`src/rtl/melody_pkg.sv`:
```
`default_nettype none
// ============================================================================
//  Module      : melody_pkg
//  Description : Shared definitions for the melody player: pitch codes,
//                base tone periods, FSM state encoding, ROM entry layout
//                and the pitch-to-period helper.
//  Revision    : 1.0 - initial release
// ============================================================================
package melody_pkg;

    // ROM entry field widths
    localparam int PITCH_W = 4;
    localparam int BEATS_W = 3;
    localparam int IDX_W   = 8;

    // Pitch codes. Codes 8..14 are the same notes one octave up.
    localparam logic [PITCH_W-1:0] PITCH_REST    = 4'd0;
    localparam logic [PITCH_W-1:0] PITCH_DO      = 4'd1;
    localparam logic [PITCH_W-1:0] PITCH_RE      = 4'd2;
    localparam logic [PITCH_W-1:0] PITCH_MI      = 4'd3;
    localparam logic [PITCH_W-1:0] PITCH_FA      = 4'd4;
    localparam logic [PITCH_W-1:0] PITCH_SO      = 4'd5;
    localparam logic [PITCH_W-1:0] PITCH_LA      = 4'd6;
    localparam logic [PITCH_W-1:0] PITCH_XI      = 4'd7;
    localparam logic [PITCH_W-1:0] PITCH_OCT_OFS = 4'd7;
    localparam logic [PITCH_W-1:0] PITCH_REST_HI = 4'd15;

    // Base tone periods in sys_clk cycles at 50 MHz
    localparam int unsigned PERIOD_DO = 190_839;
    localparam int unsigned PERIOD_RE = 170_067;
    localparam int unsigned PERIOD_MI = 151_514;
    localparam int unsigned PERIOD_FA = 143_265;
    localparam int unsigned PERIOD_SO = 127_550;
    localparam int unsigned PERIOD_LA = 113_635;
    localparam int unsigned PERIOD_XI = 101_214;

    typedef enum logic [1:0] {
        ST_IDLE = 2'd0,
        ST_PLAY = 2'd1,
        ST_GAP  = 2'd2
    } state_e;

    typedef struct packed {
        logic [PITCH_W-1:0] pitch;
        logic [BEATS_W-1:0] beats;
    } rom_entry_t;

    function automatic logic is_rest(input logic [PITCH_W-1:0] pitch);
        return (pitch == PITCH_REST) || (pitch == PITCH_REST_HI);
    endfunction

    // Tone period for a pitch code. With sim set, the scale is compressed
    // to 10,20,..,70 cycles so short simulations still see whole periods.
    function automatic int unsigned note_period(input logic [PITCH_W-1:0] pitch,
                                                input logic               sim);
        logic [PITCH_W-1:0] tone;
        int unsigned        base;
        tone = (pitch > PITCH_XI) ? PITCH_W'(pitch - PITCH_OCT_OFS) : pitch;
        case (tone)
            PITCH_DO: base = sim ? 32'd10 : PERIOD_DO;
            PITCH_RE: base = sim ? 32'd20 : PERIOD_RE;
            PITCH_MI: base = sim ? 32'd30 : PERIOD_MI;
            PITCH_FA: base = sim ? 32'd40 : PERIOD_FA;
            PITCH_SO: base = sim ? 32'd50 : PERIOD_SO;
            PITCH_LA: base = sim ? 32'd60 : PERIOD_LA;
            PITCH_XI: base = sim ? 32'd70 : PERIOD_XI;
            default:  base = 32'd0;
        endcase
        if (is_rest(pitch)) begin
            base = 32'd0;
        end else if (pitch > PITCH_XI) begin
            base = base >> 1;
        end
        return base;
    endfunction

endpackage
`default_nettype wire

```
`src/rtl/melody_player_tone_pwm.sv`:
```
`default_nettype none
// ============================================================================
//  Module      : tone_pwm
//  Description : Free-running tone period counter with PWM comparator.
//                load_i clears the counter and captures a new period and
//                high-time threshold; beep_o is high while the counter is
//                below the threshold and en_i is set.
//  Ports       : sys_clk, rst_n (async, active-low)
//                period_i, thresh_i - new note period / high time
//                load_i             - capture pulse at note start
//                en_i               - gate for the tone output
//                beep_o             - PWM tone output
//  Revision    : 1.0 - initial release
// ============================================================================
module tone_pwm
    import melody_pkg::*;
#(
    parameter int DIV_W = 18
) (
    input  logic             sys_clk,
    input  logic             rst_n,
    input  logic [DIV_W-1:0] period_i,
    input  logic [DIV_W-1:0] thresh_i,
    input  logic             load_i,
    input  logic             en_i,
    output logic             beep_o
);

    logic [DIV_W-1:0] cnt_q, cnt_d;
    logic [DIV_W-1:0] period_q;
    logic [DIV_W-1:0] thresh_q;

    // A zero period (rest) parks the counter at 0.
    always_comb begin
        cnt_d = cnt_q;
        if (load_i) begin
            cnt_d = '0;
        end else if (period_q != '0) begin
            cnt_d = (cnt_q >= period_q - 1'b1) ? '0 : cnt_q + 1'b1;
        end
    end

    always_ff @(posedge sys_clk or negedge rst_n) begin
        if (!rst_n) begin
            cnt_q    <= '0;
            period_q <= '0;
            thresh_q <= '0;
        end else begin
            cnt_q <= cnt_d;
            if (load_i) begin
                period_q <= period_i;
                thresh_q <= thresh_i;
            end
        end
    end

    assign beep_o = en_i && (cnt_q < thresh_q);

endmodule
`default_nettype wire

```
`src/rtl/melody_player.sv`:
```
`default_nettype none
// ============================================================================
//  Module      : melody_player
//  Description : Plays a fixed melody from an internal ROM as a PWM tone.
//                Each entry plays for beats x TICKS_PER_BEAT cycles followed
//                by GAP_TICKS silent cycles. Optional looping.
//  Ports       : sys_clk, rst_n (async, active-low)
//                start    - pulse, (re)start at entry 0
//                stop     - pulse, abort playback (wins over start)
//                loop_en  - restart after the last entry instead of ending
//                duty     - PWM high percent, captured at each note start
//                beep     - tone output
//                busy     - playback in progress
//                note_idx - ROM index being played
//                done     - one-cycle pulse when playback ends without loop
//  Revision    : 1.0 - initial release
// ============================================================================
module melody_player
    import melody_pkg::*;
#(
    parameter int TICKS_PER_BEAT = 25_000_000,
    parameter int GAP_TICKS      = 1_000_000,
    parameter int SONG_LEN       = 16,
    parameter int DIV_W          = 18,
    parameter bit SIM_PERIODS    = 1'b0
) (
    input  logic             sys_clk,
    input  logic             rst_n,
    input  logic             start,
    input  logic             stop,
    input  logic             loop_en,
    input  logic [6:0]       duty,
    output logic             beep,
    output logic             busy,
    output logic [IDX_W-1:0] note_idx,
    output logic             done
);

    localparam int TICK_W = (TICKS_PER_BEAT > 1) ? $clog2(TICKS_PER_BEAT) : 1;
    localparam int GAP_W  = (GAP_TICKS > 1) ? $clog2(GAP_TICKS) : 1;
    localparam int PROD_W = DIV_W + 7;

    localparam logic [TICK_W-1:0] TICK_LAST = TICK_W'(TICKS_PER_BEAT - 1);
    localparam logic [GAP_W-1:0]  GAP_LAST  = (GAP_TICKS > 0) ? GAP_W'(GAP_TICKS - 1) : '0;
    localparam logic [IDX_W-1:0]  IDX_LAST  = IDX_W'(SONG_LEN - 1);

    // ------------------------------------------------------------------
    // Melody ROM
    // ------------------------------------------------------------------
    function automatic rom_entry_t rom_lookup(input logic [IDX_W-1:0] idx);
        rom_entry_t e;
        case (idx)
            8'd0:    e = '{PITCH_DO,                           3'd1};
            8'd1:    e = '{PITCH_REST,                         3'd0};
            8'd2:    e = '{PITCH_W'(PITCH_RE + PITCH_OCT_OFS), 3'd2};
            8'd3:    e = '{PITCH_MI,                           3'd1};
            8'd4:    e = '{PITCH_FA,                           3'd1};
            8'd5:    e = '{PITCH_SO,                           3'd2};
            8'd6:    e = '{PITCH_LA,                           3'd1};
            8'd7:    e = '{PITCH_XI,                           3'd1};
            8'd8:    e = '{PITCH_W'(PITCH_DO + PITCH_OCT_OFS), 3'd2};
            8'd9:    e = '{PITCH_REST,                         3'd1};
            8'd10:   e = '{PITCH_SO,                           3'd1};
            8'd11:   e = '{PITCH_MI,                           3'd1};
            8'd12:   e = '{PITCH_RE,                           3'd1};
            8'd13:   e = '{PITCH_DO,                           3'd2};
            8'd14:   e = '{PITCH_REST_HI,                      3'd1};
            8'd15:   e = '{PITCH_DO,                           3'd4};
            default: e = '{PITCH_REST,                         3'd1};
        endcase
        return e;
    endfunction

    // ------------------------------------------------------------------
    // State
    // ------------------------------------------------------------------
    state_e             state_q, state_d;
    logic [IDX_W-1:0]   idx_q, idx_d;
    logic [TICK_W-1:0]  tick_q, tick_d;
    logic [BEATS_W-1:0] beat_q, beat_d;
    logic [GAP_W-1:0]   gap_q, gap_d;
    logic               loop_q, loop_d;
    logic               done_q, done_d;

    rom_entry_t         w_cur;
    rom_entry_t         w_nxt;
    logic [BEATS_W-1:0] w_beats_last;
    logic               w_note_end;
    logic               w_adv;
    logic               w_adv_loop;
    logic               w_load;
    logic [DIV_W-1:0]   w_period;
    logic [6:0]         w_duty;
    logic [PROD_W-1:0]  w_prod;
    logic [DIV_W-1:0]   w_thresh;
    logic               w_tone_en;

    assign w_cur        = rom_lookup(idx_q);
    assign w_beats_last = (w_cur.beats == '0) ? '0 : w_cur.beats - 1'b1;
    assign w_note_end   = (tick_q == TICK_LAST) && (beat_q == w_beats_last);

    always_comb begin
        state_d    = state_q;
        idx_d      = idx_q;
        tick_d     = tick_q;
        beat_d     = beat_q;
        gap_d      = gap_q;
        loop_d     = loop_q;
        done_d     = 1'b0;
        w_load     = 1'b0;
        w_adv      = 1'b0;
        w_adv_loop = 1'b0;

        if (stop) begin
            state_d = ST_IDLE;
            idx_d   = '0;
            tick_d  = '0;
            beat_d  = '0;
            gap_d   = '0;
        end else if (start) begin
            state_d = ST_PLAY;
            idx_d   = '0;
            tick_d  = '0;
            beat_d  = '0;
            gap_d   = '0;
            w_load  = 1'b1;
        end else begin
            case (state_q)
                ST_PLAY: begin
                    if (w_note_end) begin
                        tick_d = '0;
                        beat_d = '0;
                        gap_d  = '0;
                        // Latched at every note end; only the value captured
                        // at the end of the last entry is ever consulted.
                        loop_d = loop_en;
                        if (GAP_TICKS == 0) begin
                            w_adv      = 1'b1;
                            w_adv_loop = loop_en;
                        end else begin
                            state_d = ST_GAP;
                        end
                    end else if (tick_q == TICK_LAST) begin
                        tick_d = '0;
                        beat_d = beat_q + 1'b1;
                    end else begin
                        tick_d = tick_q + 1'b1;
                    end
                end
                ST_GAP: begin
                    if (gap_q == GAP_LAST) begin
                        w_adv      = 1'b1;
                        w_adv_loop = loop_q;
                    end else begin
                        gap_d = gap_q + 1'b1;
                    end
                end
                ST_IDLE: ;
                default: state_d = ST_IDLE;
            endcase

            if (w_adv) begin
                if (idx_q != IDX_LAST) begin
                    idx_d   = idx_q + 1'b1;
                    state_d = ST_PLAY;
                    w_load  = 1'b1;
                end else if (w_adv_loop) begin
                    idx_d   = '0;
                    state_d = ST_PLAY;
                    w_load  = 1'b1;
                end else begin
                    idx_d   = '0;
                    state_d = ST_IDLE;
                    done_d  = 1'b1;
                end
            end
        end
    end

    always_ff @(posedge sys_clk or negedge rst_n) begin
        if (!rst_n) begin
            state_q <= ST_IDLE;
            idx_q   <= '0;
            tick_q  <= '0;
            beat_q  <= '0;
            gap_q   <= '0;
            loop_q  <= 1'b0;
            done_q  <= 1'b0;
        end else begin
            state_q <= state_d;
            idx_q   <= idx_d;
            tick_q  <= tick_d;
            beat_q  <= beat_d;
            gap_q   <= gap_d;
            loop_q  <= loop_d;
            done_q  <= done_d;
        end
    end

    // ------------------------------------------------------------------
    // Tone setup for the note about to start (entry selected by idx_d)
    // ------------------------------------------------------------------
    assign w_nxt     = rom_lookup(idx_d);
    assign w_period  = DIV_W'(note_period(w_nxt.pitch, SIM_PERIODS));
    assign w_duty    = (duty > 7'd100) ? 7'd100 : duty;
    assign w_prod    = PROD_W'(w_period) * PROD_W'(w_duty);
    assign w_thresh  = DIV_W'(w_prod / PROD_W'(100));
    assign w_tone_en = (state_q == ST_PLAY) && !is_rest(w_cur.pitch);

    tone_pwm #(
        .DIV_W (DIV_W)
    ) u_tone_pwm (
        .sys_clk  (sys_clk),
        .rst_n    (rst_n),
        .period_i (w_period),
        .thresh_i (w_thresh),
        .load_i   (w_load),
        .en_i     (w_tone_en),
        .beep_o   (beep)
    );

    assign busy     = (state_q != ST_IDLE);
    assign note_idx = idx_q;
    assign done     = done_q;

endmodule
`default_nettype wire
```
`config.mk`:
```
export PLATFORM = sky130hd
export DESIGN_NAME = melody_player
export DESIGN_NICKNAME = d
export VERILOG_FILES = /design/src/rtl/melody_pkg.sv /design/src/rtl/melody_player_tone_pwm.sv /design/src/rtl/melody_player.sv
export SDC_FILE = /design/constraint.sdc
export NUM_CORES = 1
export LEC_CHECK = 0
export CORE_ASPECT_RATIO = 0.9
export CORE_UTILIZATION = 70
export CTS_BUF_LIST = sky130_fd_sc_hd__clkbuf_8
export CTS_CLUSTER_DIAMETER = 100
export DETAILED_ROUTE_END_ITERATION = 8
export PLACE_DENSITY_LB_ADDON = 0.12
export SLEW_MARGIN = 10
export SYNTH_ARGS = -nofsm -noshare
export SYNTH_HDL_FRONTEND = slang
export SYNTH_SLANG_ARGS = --single-unit
```
`constraint.sdc`:
```
create_clock -name sys_clk -period 59.9 [get_ports sys_clk]
set_input_delay 5.99 -clock sys_clk [delete_from_list [all_inputs] [get_ports sys_clk]]
set_output_delay 5.99 -clock sys_clk [all_outputs]
set_load 0.03 [all_outputs]
```
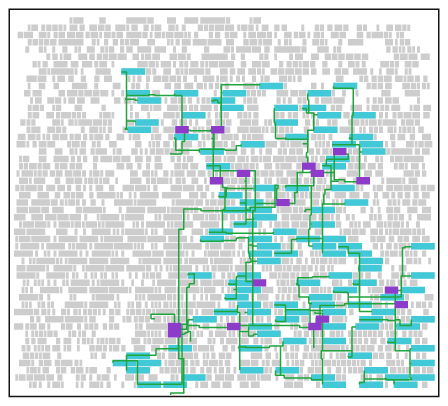
Run 1: clock network drawn from the DEF
legend:
  clock-net drivers:
    color: purple
    count: 17
  clock wires:
    color: green
    length: 1610 µm
  flip-flops:
    color: cyan
    count: 114
routed clock nets: 18

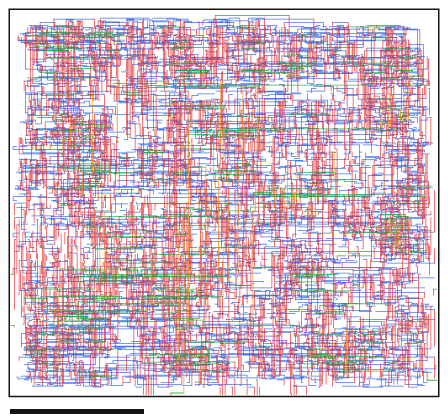
Run 1: metal layers overlaid
Scale bar: 50 µm.
legend:
  M1:
    color: blue
    wire_length: 18600 µm
  M3:
    color: green
    wire_length: 3490 µm
  M2:
    color: red
    wire_length: 19100 µm
  M4:
    color: orange
    wire_length: 1140 µm

==> ci_impl_report.md, run 1 <==
## Implementation flow summary

| Metric | Value |
|---|---|
| Status | completed |
| H-tree level count | 4 |
| Adder-Cell Fraction of Synth Area | 18.1% |
| Routed Antenna Nets | 0 |
| Wire per inst | 18.5 µm |
| DR iter-0 viols | 1846 |
| Setup TNS | 0 ns |
| Number of max-cap violations | 0 |
| Area leader, netlist | dfrtp_1 |
| Largest cell class | multi-input combinational cells |
| Clock Skew | 0.0167 ns |
| CTS Sinks | 114 |
| Hold Crit Start | loop_q$_DFFE_PN0P_ |
| Die Height | 144 µm |
| Hold WS | 0.478 ns |
| Inverters | 108 |
| Top area contributor share | 18.2% |
| Fmax | 34.9 MHz |
| WL met1 | 18600 µm |
| PostCTS Resize Cnt | 0 |
| Setup crit start | stop |
| Area of placed instances | 16000 µm² |
| CP most frequent cell | nand2_1 |
| Top post-synthesis cells by count | 259 x nor2_1, 215 x nand2_1, 170 x o21ai_0 |
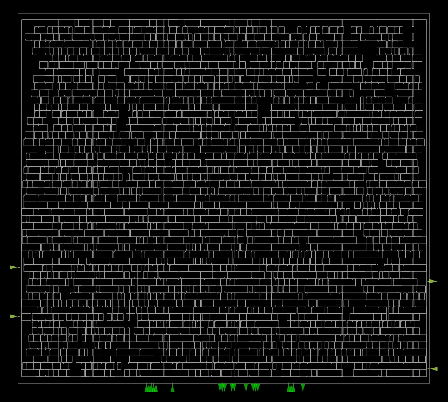
Run 1: cell outlines without signal wires
# fillers: 1692
# rows: 51
Flops: 114
core area: 21800 µm²

## Run 2: what changed since run 1
- CORE_UTILIZATION: 70 -> 67
- clock period: 59.9 -> 29.8 ns (I/O delays scaled with it)
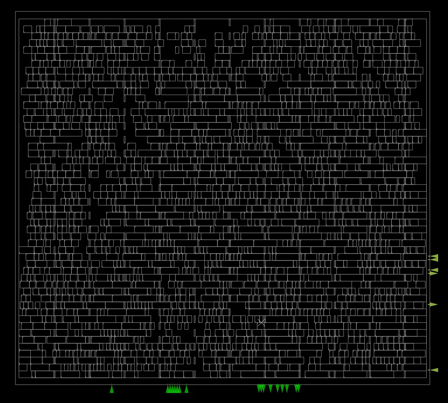
Run 2: cell outlines without signal wires
# fillers: 1828
fin cells: 2301

==> ci_impl_report.md, run 2 <==
## Implementation flow summary

| Metric | Value |
|---|---|
| Status | finished, violations left |
| Failing checks | design-rule violations |
| R2R Path Start | state_q[0]$_DFFE_PN0P_ |
| H-tree level count | 4 |
| Drc violations | 1 |
| Routed Antenna Nets | 0 |
| Top area contributor share | 18.2% |
| Final setup viols | 0 |
| Wire per inst | 18.7 µm |
| First-pass GRT wire length | 72000 µm |
| Ant diodes | 0 |
| Clock Skew | 0.00827 ns |
| Routed vias/inst | 6.74 |
| CTS tree | done |
| DR iter-0 viols | 1793 |
| Top post-synthesis cells by count | 259 x nor2_1, 215 x nand2_1, 170 x o21ai_0 |
| Setup TNS | 0 ns |
| Fmax | 39.0 MHz |
| CTS Sinks | 114 |
| Hold WS | 0.487 ns |
| Reg with most FFs | tick_q |
| Die Height | 147 µm |
| Die footprint | 24000 µm² |
| Post-Syn Area per Cell | 7.73 µm² |
| Setup crit start | stop |
| Number of max-cap violations | 0 |
| Inverters | 108 |
| Hold endpoint | done$_DFF_PN0_ |
| Flops | 114 |
| Area leader, netlist | dfrtp_1 |
| Core area | 22700 µm² |
| PostCTS Resize Cnt | 0 |
| Insertion Delay late pin | 0.46 ns |
| Adder-Cell Fraction of Synth Area | 18.1% |
| Number of enable flip-flop cells | 0 |
| Placed cells | 2270 |
| Area of placed instances | 16000 µm² |
| # rows | 52 |
| Critical path endpoint category | register |
## Run 3: what changed since run 2
- CELL_PAD_IN_SITES_DETAIL_PLACEMENT: unset -> 0
- CELL_PAD_IN_SITES_GLOBAL_PLACEMENT: unset -> 1
- CORE_UTILIZATION: 67 -> 51
- SYNTH_HIERARCHICAL: unset -> 1
- clock period: 29.8 -> 28.4 ns (I/O delays scaled with it)
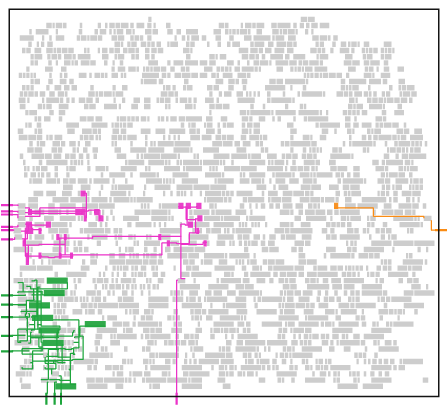
Run 3: nets reached from selected ports
legend:
  beep:
    color: orange
    bits: 1
    direction: output
    edge: right
    end_cells: 1
    wire: 50.3 µm
  duty:
    color: magenta
    bits: 7
    direction: input
    edge: 6 left, 1 bottom
    end_cells: 30
    wire: 491 µm
  note_idx:
    color: green
    bits: 8
    direction: output
    edge: 5 left, 3 bottom
    end_cells: 8
    wire: 571 µm

==> ci_impl_report.md, run 3 <==
## Implementation flow summary

| Metric | Value |
|---|---|
| Status | completed |
| GR met1 Demand/Resource | 40.2% |
| Combinational share of cell area | 72.8% |
| Number of max-cap violations | 0 |
| Met3 wire len | 2480 µm |
| Area of placed instances | 16300 µm² |
| CTS tree | done |
| Routed Antenna Nets | 0 |
| Top post-synthesis cells by count | 235 x nand2_1, 208 x nor2_1, 128 x inv_1 |
| Adder-Cell Fraction of Synth Area | 17.9% |
| Critical path endpoint category | register |
| Final setup viols | 0 |
| Fin cells | 2374 |
| Count leader, synth | nand2_1 |
| Placed cells | 2343 |
| Insertion Delay late pin | 0.46 ns |
| Setup crit start | stop |
| Flops | 114 |
| R2R Path Start | state_q[0]$_DFFE_PN0P_ |
| TritonCTS Buffers | 17 |
| Number of enable flip-flop cells | 0 |
| Fmax | 43.0 MHz |
| CTS Sinks | 114 |
| Hold Path Cell Cnt | 1 |
| # fillers | 2871 |
| DR iter-0 viols | 1187 |
| Hold WS | 0.454 ns |
| PostCTS Resize Cnt | 0 |
| Wire per inst | 18.0 µm |
| Post-Syn Area per Cell | 7.97 µm² |
| Die Height | 169 µm |
| Setup TNS | 0 ns |
| Core area | 30100 µm² |
| Ant diodes | 0 |
| Hold endpoint | done$_DFF_PN0_ |
| Top area contributor share | 18.1% |
| Routed vias/inst | 6.24 |
| Largest cell class | multi-input combinational cells |
| Reg with most FFs | tick_q |
| Hold Crit Start | loop_q$_DFFE_PN0P_ |
| WL met1 | 20900 µm |
| Die footprint | 31600 µm² |
| Clock Skew | 0.0223 ns |
| # rows | 60 |
| H-tree level count | 4 |
| Drc violations | 0 |
| Non-clock buffering overhead | 1.89% |

==> notes/layouts.md <==
Pictures saved along the way, in no particular order.

Pin placement.
Pins as bars across the die edge, other pins in gray.
image #1
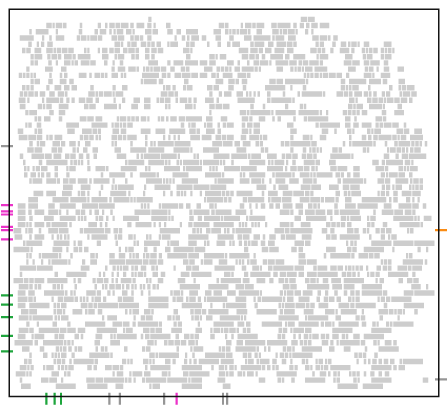
image #2
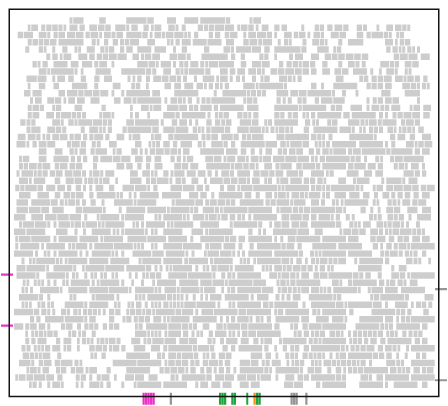
image #3
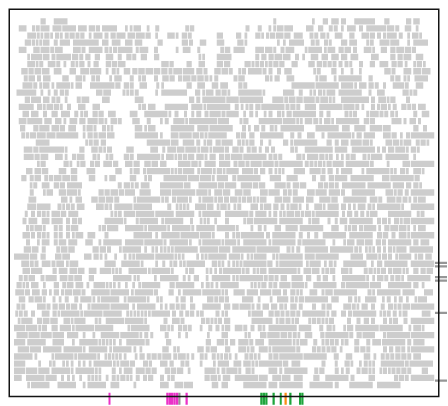
image #1 -> run 3
image #2 -> run 1
image #3 -> run 2

Key to image #1:
legend:
  duty:
    color: magenta
    pins: 7
    direction: input
    edge: 6 left, 1 bottom
  note_idx:
    color: green
    pins: 8
    direction: output
    edge: 5 left, 3 bottom
  beep:
    color: orange
    pins: 1
    direction: output
    edge: right
all pins by edge: 12 left, 9 bottom, 2 right

